--- src/rtl/alu_pipe.sv ---
// rtl/alu_pipe.sv - handshaked signed ALU with full-precision result and iterative multiply
// Non-multiply ops retire through a single output register; multiply iterates shift-add in MUL.
module alu_pipe #(
  parameter int WIDTH = 4
) (
  input  logic               clk,
  input  logic               rst_n,
  input  logic               in_valid,
  output logic               in_ready,
  input  logic [WIDTH-1:0]   a,
  input  logic [WIDTH-1:0]   b,
  input  logic [3:0]         sel,
  output logic               out_valid,
  input  logic               out_ready,
  output logic [2*WIDTH-1:0] y,
  output logic [3:0]         flags
);

  localparam int YW = 2 * WIDTH;
  localparam int CW = $clog2(WIDTH);

  typedef enum logic [1:0] {
    IDLE,
    MUL,
    HOLD
  } state_t;

  state_t          state_q, state_d;
  logic [CW-1:0]   cnt_q, cnt_d;
  logic [WIDTH-1:0] a_q, a_d, b_q, b_d;
  logic [YW-1:0]   acc_q, acc_d;
  logic [YW-1:0]   y_q, y_d;
  logic [3:0]      flags_q, flags_d;

  logic [YW-1:0]    ax, bx, res, pp, prod;
  logic [WIDTH:0]   usum;
  logic [WIDTH-1:0] lres;
  logic             carry, arith, ovf;
  logic             accept, take;

  always_comb begin : datapath
    ax    = {{WIDTH{a[WIDTH-1]}}, a};
    bx    = {{WIDTH{b[WIDTH-1]}}, b};
    res   = '0;
    lres  = '0;
    usum  = '0;
    carry = 1'b0;
    arith = 1'b0;
    if (!sel[3]) begin
      case (sel[2:0])
        3'b000: begin
          res   = ax + YW'(1);
          usum  = {1'b0, a} + (WIDTH+1)'(1);
          carry = usum[WIDTH];
          arith = 1'b1;
        end
        3'b001: begin
          res   = bx + YW'(1);
          usum  = {1'b0, b} + (WIDTH+1)'(1);
          carry = usum[WIDTH];
          arith = 1'b1;
        end
        3'b010: res = ax;
        3'b011: res = bx;
        3'b100: begin
          res   = ax - YW'(1);
          carry = (a == '0);
          arith = 1'b1;
        end
        3'b110: begin
          res   = ax + bx;
          usum  = {1'b0, a} + {1'b0, b};
          carry = usum[WIDTH];
          arith = 1'b1;
        end
        3'b111: begin
          res   = ax - bx;
          carry = (a < b);
          arith = 1'b1;
        end
        default: res = '0;
      endcase
    end else begin
      case (sel[2:0])
        3'b000:  lres = ~a;
        3'b001:  lres = ~b;
        3'b010:  lres = a & b;
        3'b011:  lres = a | b;
        3'b100:  lres = a ^ b;
        3'b101:  lres = ~(a ^ b);
        3'b110:  lres = ~(a & b);
        default: lres = ~(a | b);
      endcase
      res = {{WIDTH{lres[WIDTH-1]}}, lres};
    end
    // Exact result overflows WIDTH signed bits iff its top WIDTH+1 bits are not all equal.
    ovf = arith && (res[YW-1:WIDTH-1] != '0) && (res[YW-1:WIDTH-1] != '1);
  end

  always_comb begin : mul_step
    pp = {{WIDTH{a_q[WIDTH-1]}}, a_q} << cnt_q;
    // The multiplier MSB carries negative weight in two's complement.
    if (!b_q[cnt_q]) begin
      prod = acc_q;
    end else if (cnt_q == CW'(WIDTH - 1)) begin
      prod = acc_q - pp;
    end else begin
      prod = acc_q + pp;
    end
  end

  assign out_valid = (state_q == HOLD);
  assign in_ready  = (state_q != MUL) && (!out_valid || out_ready);
  assign accept    = in_valid && in_ready;
  assign take      = out_valid && out_ready;
  assign y         = y_q;
  assign flags     = flags_q;

  always_comb begin : fsm
    state_d = state_q;
    cnt_d   = cnt_q;
    a_d     = a_q;
    b_d     = b_q;
    acc_d   = acc_q;
    y_d     = y_q;
    flags_d = flags_q;
    case (state_q)
      MUL: begin
        acc_d = prod;
        cnt_d = cnt_q + CW'(1);
        if (cnt_q == CW'(WIDTH - 1)) begin
          state_d = HOLD;
          y_d     = prod;
          flags_d = {2'b00, prod[YW-1], prod == '0};
        end
      end
      default: begin
        if (take) begin
          state_d = IDLE;
        end
      end
    endcase
    if (accept) begin
      a_d = a;
      b_d = b;
      if (sel == 4'b0101) begin
        state_d = MUL;
        cnt_d   = '0;
        acc_d   = '0;
      end else begin
        state_d = HOLD;
        y_d     = res;
        flags_d = {ovf, carry, res[YW-1], res == '0};
      end
    end
  end

  always_ff @(posedge clk) begin
    if (!rst_n) begin
      state_q <= IDLE;
      cnt_q   <= '0;
      a_q     <= '0;
      b_q     <= '0;
      acc_q   <= '0;
      y_q     <= '0;
      flags_q <= '0;
    end else begin
      state_q <= state_d;
      cnt_q   <= cnt_d;
      a_q     <= a_d;
      b_q     <= b_d;
      acc_q   <= acc_d;
      y_q     <= y_d;
      flags_q <= flags_d;
    end
  end

endmodule

--- config.mk ---
export PLATFORM = sky130hd
export DESIGN_NAME = alu_pipe
export DESIGN_NICKNAME = d
export VERILOG_FILES = /design/src/rtl/alu_pipe.sv
export SDC_FILE = /design/constraint.sdc
export NUM_CORES = 1
export LEC_CHECK = 0
export ABC_CLOCK_PERIOD_IN_PS = 8800
export CAP_MARGIN = 10
export CORE_AREA = 3 3 79 73
export DETAILED_ROUTE_END_ITERATION = 8
export DIE_AREA = 0 0 82 76
export GPL_TIMING_DRIVEN = 0
export PLACE_DENSITY_LB_ADDON = 0.2
export SETUP_SLACK_MARGIN = 0.3
export SLEW_MARGIN = 0
export SYNTH_ARGS = -nofsm -noshare
export SYNTH_HDL_FRONTEND = slang
export SYNTH_SLANG_ARGS = --single-unit
--- constraint.sdc ---
create_clock -name clk -period 8.8 [get_ports clk]
set_input_delay 1.76 -clock clk [delete_from_list [all_inputs] [get_ports clk]]
set_output_delay 1.76 -clock clk [all_outputs]
set_load 0.05 [all_outputs]
Figure 1. Routed clock nets over the placement (run 1).
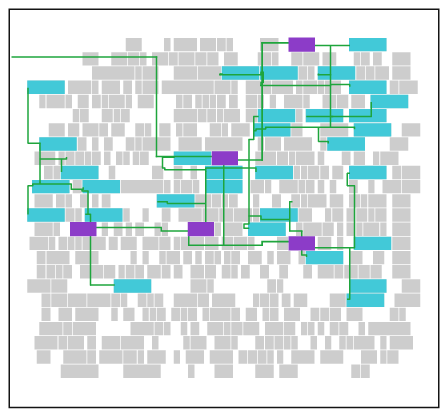
flip-flops -> cyan  # count 32
clock wires -> green  # length 457 um
clock drivers -> purple  # count 5
routed clock nets = 6
Late-Pin Clk Latency: 300 ps
clk_skew: 10.5 ps
Power Clock: 115 uW
Clock Power Share: 25.2%

Figure 2. Pin placement (run 1).
Pins as bars across the die edge, other pins in gray.
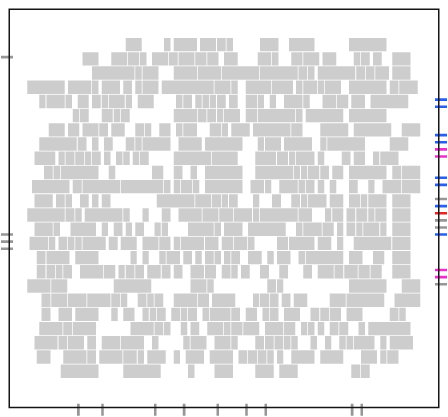
in_ready -> red  # pins 1, direction output, edge right
y -> blue  # pins 8, direction output, edge right
flags -> magenta  # pins 4, direction output, edge right
all pins by edge = 17 right, 9 bottom, 4 left
IO Port Bufs: 26
die height: 76 um
Die W: 82 um

Figure 3. Port wiring (run 1).
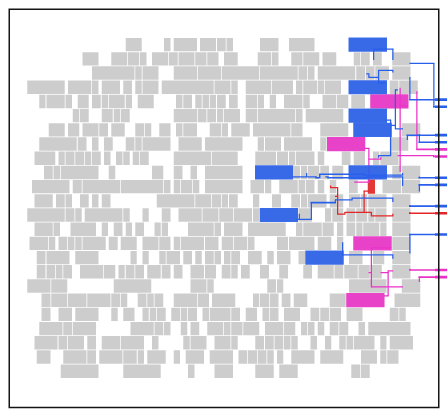
in_ready -> red  # bits 1, direction output, edge right, end cells 1, wire 29.2 um
y -> blue  # bits 8, direction output, edge right, end cells 8, wire 169 um
flags -> magenta  # bits 4, direction output, edge right, end cells 4, wire 86.4 um
Ports: 30

-- run 1: routing by layer --
layer | wire length (um) | global-route usage, % | part of all wire, % | up-vias
li1 | - | - | - | 1556
met1 | 3910 | 41.1 | 46 | 1465
met2 | 3600 | 39.9 | 43 | 179
met3 | 855 | 6.50 | 10 | 16
met4 | 103 | 6.15 | 1.2 | 0
met5 | 0 | 0 | 0 | -
-- run 1: Yosys cell counts, types with 2 or more instances --
library cell and instances:
nand2_1 49, nor2_1 45, a21oi_1 41, dfxtp_1 32, ha_1 28, o21ai_0 27, inv_1 23, xnor2_1 15
clkbuf_1 11, nor3_1 10, nand3_1 9, buf_2 8, mux2i_1 8, a211oi_1 7, a31oi_1 7, nand2b_1 7
nor2b_1 7, xor2_1 6, o211ai_1 5, a21o_1 4, and2_1 4, nand4_1 4, o31ai_1 4, fa_1 3
mux4_2 3, o22ai_1 3, a221o_1 2, a221oi_1 2, buf_6 2, nand3b_1 2, nor4_1 2, nor4b_2 2
o21ai_1 2, o21bai_1 2, o22a_1 2, or2_2 2
-- run 1: flip-flops by register name, indices dropped and copies added, names as in the netlist --
signal and count:
state_q 2, b_q 4, y 8, flags 4, acc_q 8, cnt_q 2
a_q 4
-- run 1: metrics by stage --
stage          hold slack, ps  area (um^2)  cells
6_report                  459         3550    516
5_1_grt                   497         3550    516
4_1_cts                   466         3550    516
3_5_place_dp              456         3460    508
3_3_place_gp              443         3460    508
2_1_floorplan             433         3120    417
-- run 1: kinds of logic after synthesis --
kind of cell               share of synthesized area [%]
buffers and inverters                               6.77
muxes                                               5.89
DFF                                                 20.5
AOI/OAI and AO/OA                                   25.0
adders and majority gates                           13.1
xor gates and xnor gates                            5.89
and+or+nand+nor                                     22.8
==> run summary, run 1 <==
run results: ys async rst share 0%, H-tree Lvls 2, MI comb cells 338, critical path endpoint flags[0], Comb area 0.00227 mm^2, layout cells sized above 1 8.20%, drt pass-1 iters 5, Placement Setup Slack 3310 ps, Cell Area, Synth 0.00312 mm^2, P_seq 157 uW, number of non-clock inverters in the layout 24, CTS tree yes, vias in the first global route 2,902, YS warnings 0, First DRT Iteration DRCs 359, CTS max path bufs 2, worst hold start b_q[2], tap cells 65, Final Hold Fails 0, Min-Delay Path Depth 2, Final nets 497, wirelength, routed 8470 um, Floorplan Nets 464, Setup violations, final 0, signal buffers share of area 10.7%, status finished clean, Antenna Nets Post-Route 0, Critical Path, Cell by Cell clkdlybuf4s50_1 > clkbuf_1 > nand3_1 > ha_1 > fa_1 > a221oi_1 > nor2_1 > a21oi_1 > o22a_1 > nand2_1 > or4b_2 > a221oi_2, total gr overflow 0, power density cells 129 mW/mm^2, Pint 281 uW, Placer Congestion 0.987, Root Driver clkbuf_8, ys cells 417, setup ws final 3500 ps, r2r setup slk 5060 ps, Vias/cell 6.23, Switching Share 38.6%, Peak VDD IR 139 uV, total number of vias 3,216, CTS clk-pin slew, worst paths 80 ps, Final Critical Period 5300 ps, Reg2Reg Depth 15, worst r2r src cnt_q[0], most frequent logic cell in the layout nand2_1, gr usage total 27.6%, Registers, synthesis 32, # Post-CTS Setup Buffers 0, cts repair resizes 0, HPWL Detailed 6590 um, initial antenna violation count 0, Bufs and invs on worst path 2, Reg area 641 um^2, crit path max fanout 10, # clk buffers 5, Seq share, synth 20.5%, HP Class flop to flop, Post-Route Setup TNS 0 ps, tool warnings 35, main area contributors dfxtp_1 (21%), ha_1 (11%), a21oi_1 (6.6%), main flop type after synthesis dfxtp_1, combinational power 184 uW, Sw Pwr 176 uW, f_max 0.189 GHz
==> run 2: changes to the inputs <==
ABC_CLOCK_PERIOD_IN_PS = 5200   (was 8800)
CORE_AREA = 3 3 82 76   (was 3 3 79 73)
DIE_AREA = 0 0 85 79   (was 0 0 82 76)
clock period = 5.2 ns   (was 8.8 ns; I/O delays follow)
Figure 4. Pin placement (run 2).
Pins as bars across the die edge, other pins in gray.
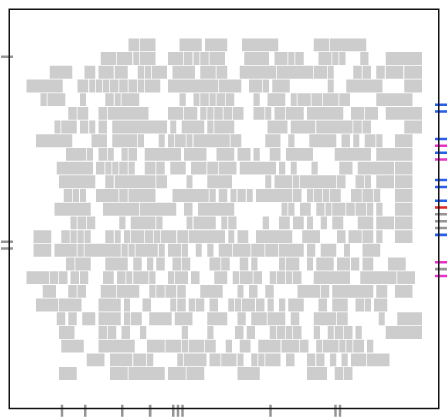
in_ready -> red  # pins 1, direction output, edge right
y -> blue  # pins 8, direction output, edge right
flags -> magenta  # pins 4, direction output, edge right
all pins by edge = 17 right, 10 bottom, 3 left
Die W: 85 um
die height: 79 um

Figure 5. Routed clock nets over the placement (run 2).
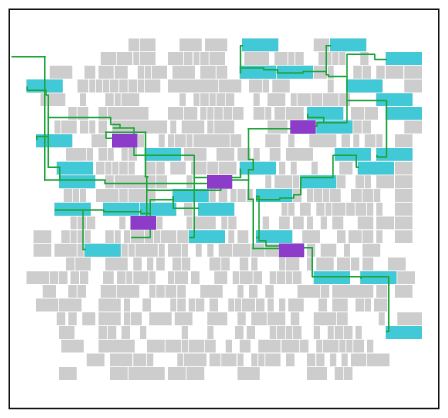
clock drivers -> purple  # count 5
flip-flops -> cyan  # count 32
clock wires -> green  # length 489 um
routed clock nets = 6
Clock Power Share: 29.8%
Late-Pin Clk Latency: 290 ps
clk_skew: 8.44 ps
Power Clock: 244 uW

Figure 6. Port wiring (run 2).
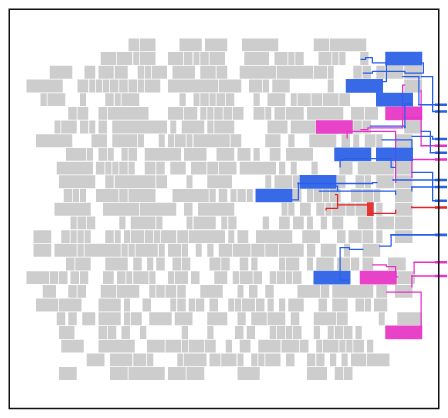
in_ready -> red  # bits 1, direction output, edge right, end cells 1, wire 22.5 um
y -> blue  # bits 8, direction output, edge right, end cells 8, wire 186 um
flags -> magenta  # bits 4, direction output, edge right, end cells 4, wire 99.9 um

==> run summary, run 2 <==
run results: Bufs and invs on worst path 2, ys cells 417, Vias/cell 6.08, # Post-CTS Setup Buffers 0, number of non-clock inverters in the layout 24, HP Class flop to flop, cts repair resizes 0, Reg area 641 um^2, drt pass-1 iters 5, Floorplan Nets 464, worst hold start b_q[2], largest family of logic cells by area AND-OR/OR-AND gates, Post-Route Setup TNS 0 ps, met1 WL 4040 um, CTS tree yes, Final Critical Period 4630 ps, placed cells 510, non-filler instance count after layout 518, tap cells 67, power density cells 229 mW/mm^2, Setup violations, final 0, Placer Congestion 0.954, Final Hold Fails 0, Reg2Reg Depth 16, ys async rst share 0%, top cells by count nand2_1 (49), nor2_1 (45), a21oi_1 (41), First DRT Iteration DRCs 329, initial antenna violation count 0, HPWL Detailed 6300 um, mux share of post-synthesis cell area 5.89%, critical path endpoint flags[0], vias in the first global route 2,898, crit path max fanout 10, XOR-XNOR Cells, Area Fraction 5.89%, worst r2r src cnt_q[0], Antenna Nets Post-Route 0, IO Port Bufs 26, Final nets 497, Adder Area Share 13.1%, tool warnings 35, MI comb cells 338, signal buffers share of area 10.7%, r2r setup slk 1410 ps, Registers, synthesis 32, WL met2 3460 um, status finished clean, Top Layer Used met4, Yosys top cell by instances nand2_1, YS warnings 0, most frequent logic cell in the layout nand2_1
[run 2: cell count changes in the layout (fill, tap and decap cells not counted)]
| cell | change |
|---|---|
| bufinv_16 | +1 |
| clkinv_2 | -1 |
| clkinv_4 | -1 |
| clkinvlp_4 | +1 |
[run 2: report_power, final]
group | total (uW) | internal, uW | switching, uW
Sequential | 267 | 258 | 8.61
Combinational | 307 | 123 | 184
Clock | 244 | 142 | 102
Total | 818 | 523 | 295
[run 2: cells by family (layout without fill, tap and decap cells)]
group           Yosys count  in the layout
compound gates          122            122
xor+xnor                 21             21
fa+ha+maj                31             31
buf+inv                  47             81
flops                    32             32
mux                      14             14
simple gates            150            150
[run 2: stage by stage]
step | worst slack, ps | hold WS [ps] | utilization [%] | cell area [um^2] | power [uW]
after floorplan | 1290 | 433 | - | 3120 | 493
after global placement | 419 | 442 | 64.8 | 3470 | 568
after detailed placement | 396 | 454 | 64.8 | 3470 | 574
after CTS | 665 | 464 | 66.9 | 3580 | 816
after global routing | 432 | 495 | 66.9 | 3580 | 864
final | 570 | 468 | 66.9 | 3580 | 818
[run 2: per-layer routing]
layer | GRT usage, % | vias up
met5 | 0 | -
met4 | 5.22 | 0
met3 | 4.56 | 10
met2 | 38.4 | 131
met1 | 38.1 | 1466
li1 | - | 1544
[run 2: worst min path at each step]
stage	to	cells past startpoint
2_1_floorplan	b_q[2]	2
6_report	b_q[2]	2
3_5_place_dp	b_q[1]	2
5_1_grt	y[4]	2
4_1_cts	b_q[2]	2
3_3_place_gp	b_q[3]	2
[run 2: worst min-delay path: cells and delay by family (launching register included)]
kind               cells  cell delay, ps
AOI/OAI and AO/OA      1              50
DFF                    1             310
and+or+nand+nor        1              50
==> run 3: changes to the inputs <==
ABC_CLOCK_PERIOD_IN_PS = 3900   (was 5200)
CORE_AREA = 3 3 85 79   (was 3 3 82 76)
DIE_AREA = 0 0 88 82   (was 0 0 85 79)
clock period = 3.9 ns   (was 5.2 ns; I/O delays follow)
Figure 7. Cell placement (run 3).
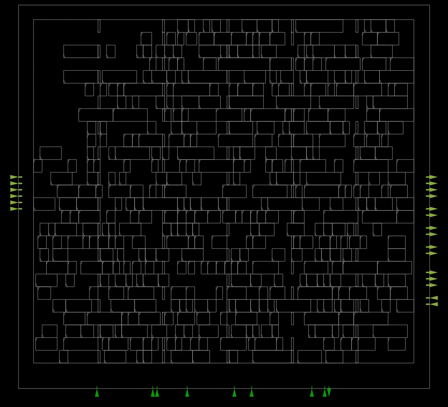
fin util: 62.2%
flop share of the area: 17.3%
non-filler instance count after layout: 529

Figure 8. Routed clock nets over the placement (run 3).
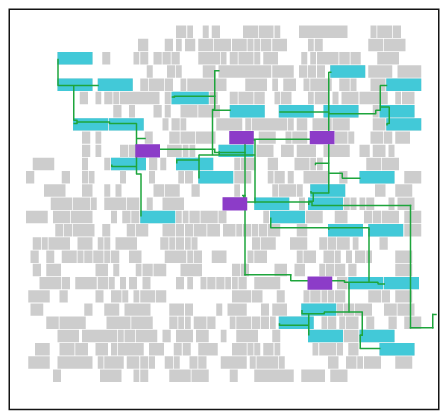
flip-flops -> cyan  # count 32
clock wires -> green  # length 461 um
clock drivers -> purple  # count 5
routed clock nets = 6
Clock Power Share: 28.5%
Power Clock: 313 uW
clk_skew: 5.53 ps

Figure 9. Signal wires by layer (run 3).
The bar under the picture is 20 um long.
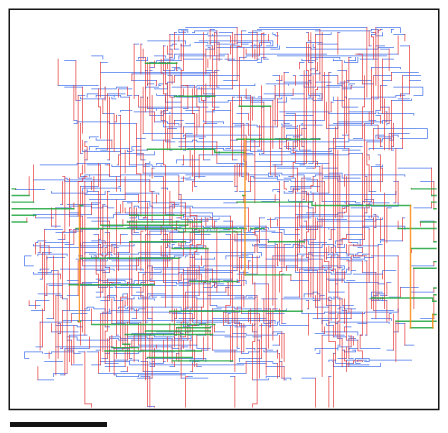
metal 2 -> red  # wire length 3,880 um
metal 3 -> green  # wire length 499 um
metal 1 -> blue  # wire length 3,990 um
metal 4 -> orange  # wire length 79.6 um
wirelength, routed: 8450 um
DR WL/cell: 16.0 um
total number of vias: 3,062

==> run summary, run 3 <==
run results: Crit path arrival time 3700 ps, CP Data Required Time 4100 ps, Ports 30, IO Port Bufs 26, Die W 88 um, slowest CP cell or4b_2, Vias/cell 5.79, starting density of the core 52.2%, placed cells 515, power density cells 296 mW/mm^2, largest net degree at the start of global routing 11, final slew viol count 0, Antenna Nets Post-Route 0, main area contributors dfxtp_1 (21%), ha_1 (11%), a21oi_1 (6.6%), ys cells 417, critical path launch point type input port, Leak Pwr 0.00151 uW, Hold Path Sink b_q[1], main flop type after synthesis dfxtp_1, Row Count 27, Peak VDD IR 141 uV, Area Growth Syn to Fin 19.0%, r2r setup slk 550 ps, Root Driver clkbuf_8, YS warnings 0, post-route cell area 0.00372 mm^2, Top-area cell share 20.5%, Reg2Reg Depth 14, Setup violations, final 0, total gr overflow 0, Min-Delay Path Depth 2, CTS clk-pin slew, worst paths 70 ps, tool warnings 35, Num CTS Buffers 5, crit-path leading delay family simple AND/OR/NAND/NOR gates, f_max 0.286 GHz, HPWL Detailed 6440 um, top cells by count nand2_1 (49), nor2_1 (45), a21oi_1 (41), antenna cells 0, initial antenna violation count 0, worst hold start b_q[1], Seq share, synth 20.5%, Hold Slack 463 ps, unrepaired setup endpoints after global routing false, H-tree Lvls 2, yosys synthesis chip area 0.00312 mm^2, worst setup path category input port to flop, status finished clean, Final nets 503, # DRC 0, Tcrit/Tclk final 89.7%, Synth Area per Inst 7.49 um^2, layout cells sized above 1 15.3%, first-pass GRT wire length 13,600 um, gr usage total 24.1%, setup ws final 401 ps, crit-path max cell delay 720 ps, Post-Place Cell Area 0.00348 mm^2, CTS tree yes, Floorplan Nets 464, post-route total power 1100 uW, Placement Setup Slack -590 ps, Worst setup EP type flop, Registers, synthesis 32, Final Critical Period 3500 ps, First DRT Iteration DRCs 167, vias in the first global route 2,687, Bufs and invs on worst path 2, Late-Pin Clk Latency 290 ps, Cell Area, Synth 0.00312 mm^2, Yosys top cell by instances nand2_1, Critical Path, Cell by Cell clkdlybuf4s50_1 > inv_2 > ha_1 > nor2b_1 > nor4_1 > a21oi_1 > nor2_1 > a211oi_2 > o21ai_0 > or4b_2 > a221oi_2, Placer Congestion 0.923, Slew @ Worst Pin 843 ps, drt pass-1 iters 4, max-cap violations 0, Post-Route Setup TNS 0 ps, most common logic cells in the final layout nand2_1 (48), nor2_1 (45), a21oi_1 (37), dfxtp_1 (30), o21ai_0 (27), clock sinks 32, HP Class flop to flop, worst r2r src cnt_q[0], die height 82 um, crit path max fanout 6, Crit. Startpoint b[2], Netlist cell types 63, CTS max path bufs 2, ys async rst share 0%, Final Hold Fails 0, most frequent logic cell in the layout nand2_1
## run 3: cell counts after synthesis
Identical to the previous run, type by type.
## run 3: power by group
| group | switching [uW] | internal (uW) | total [uW] |
|---|---|---|---|
| clock network | 124 | 189 | 313 |
| logic | 255 | 177 | 432 |
| registers | 11.7 | 344 | 356 |
## run 3: worst max-delay path by stage
stage / to / slack, ps / depth (start not counted)
after floorplan: flags[0] / 320 / 13
after global placement: flags[0] / -570 / 12
after detailed placement: flags[0] / -590 / 12
after CTS: flags[0] / 310 / 13
after global routing: flags[0] / 290 / 14
final: flags[0] / 400 / 11
## run 3: what timing repair did
item,CTS,global route
endpoints found under the setup margin,5,3
pin swaps,0,4
endpoints found under the hold margin,0,0
resized,20,36
buffers inserted,1,5
## run 3: layout make-up
class	count	area (um^2)
Sequential cell	32	643
Multi-Input combinational cell	338	2340
Timing Repair Buffer	32	295
Clock buffer	6	72.6
Tap cell	72	90.1
Inverter	24	91.3
Clock inverter	2	35.0
Fill cell	574	2260
Buffer	23	151
## run 3: layer usage
| metal | track usage (%) | vias to the layer above | share of wire (%) |
|---|---|---|---|
| met5 | 0 | - | 0 |
| met4 | 4.91 | 0 | 0.94 |
| met3 | 4.81 | 10 | 5.9 |
| met2 | 36.6 | 84 | 46 |
| met1 | 35.3 | 1402 | 47 |
| li1 | - | 1566 | - |
## run 3: logic make-up (layout without fill, tap and decap cells)
family,count (synthesis),in the layout,synth area share (%)
xor gates and xnor gates,21,21,5.89
AOI/OAI and AO/OA,122,122,25.0
adders and majority gates,31,31,13.1
and+or+nand+nor,150,150,22.8
DFF,32,32,20.5
muxes,14,14,5.89
buffers and inverters,47,87,6.77
Power is estimated from default activity; no workload was simulated.
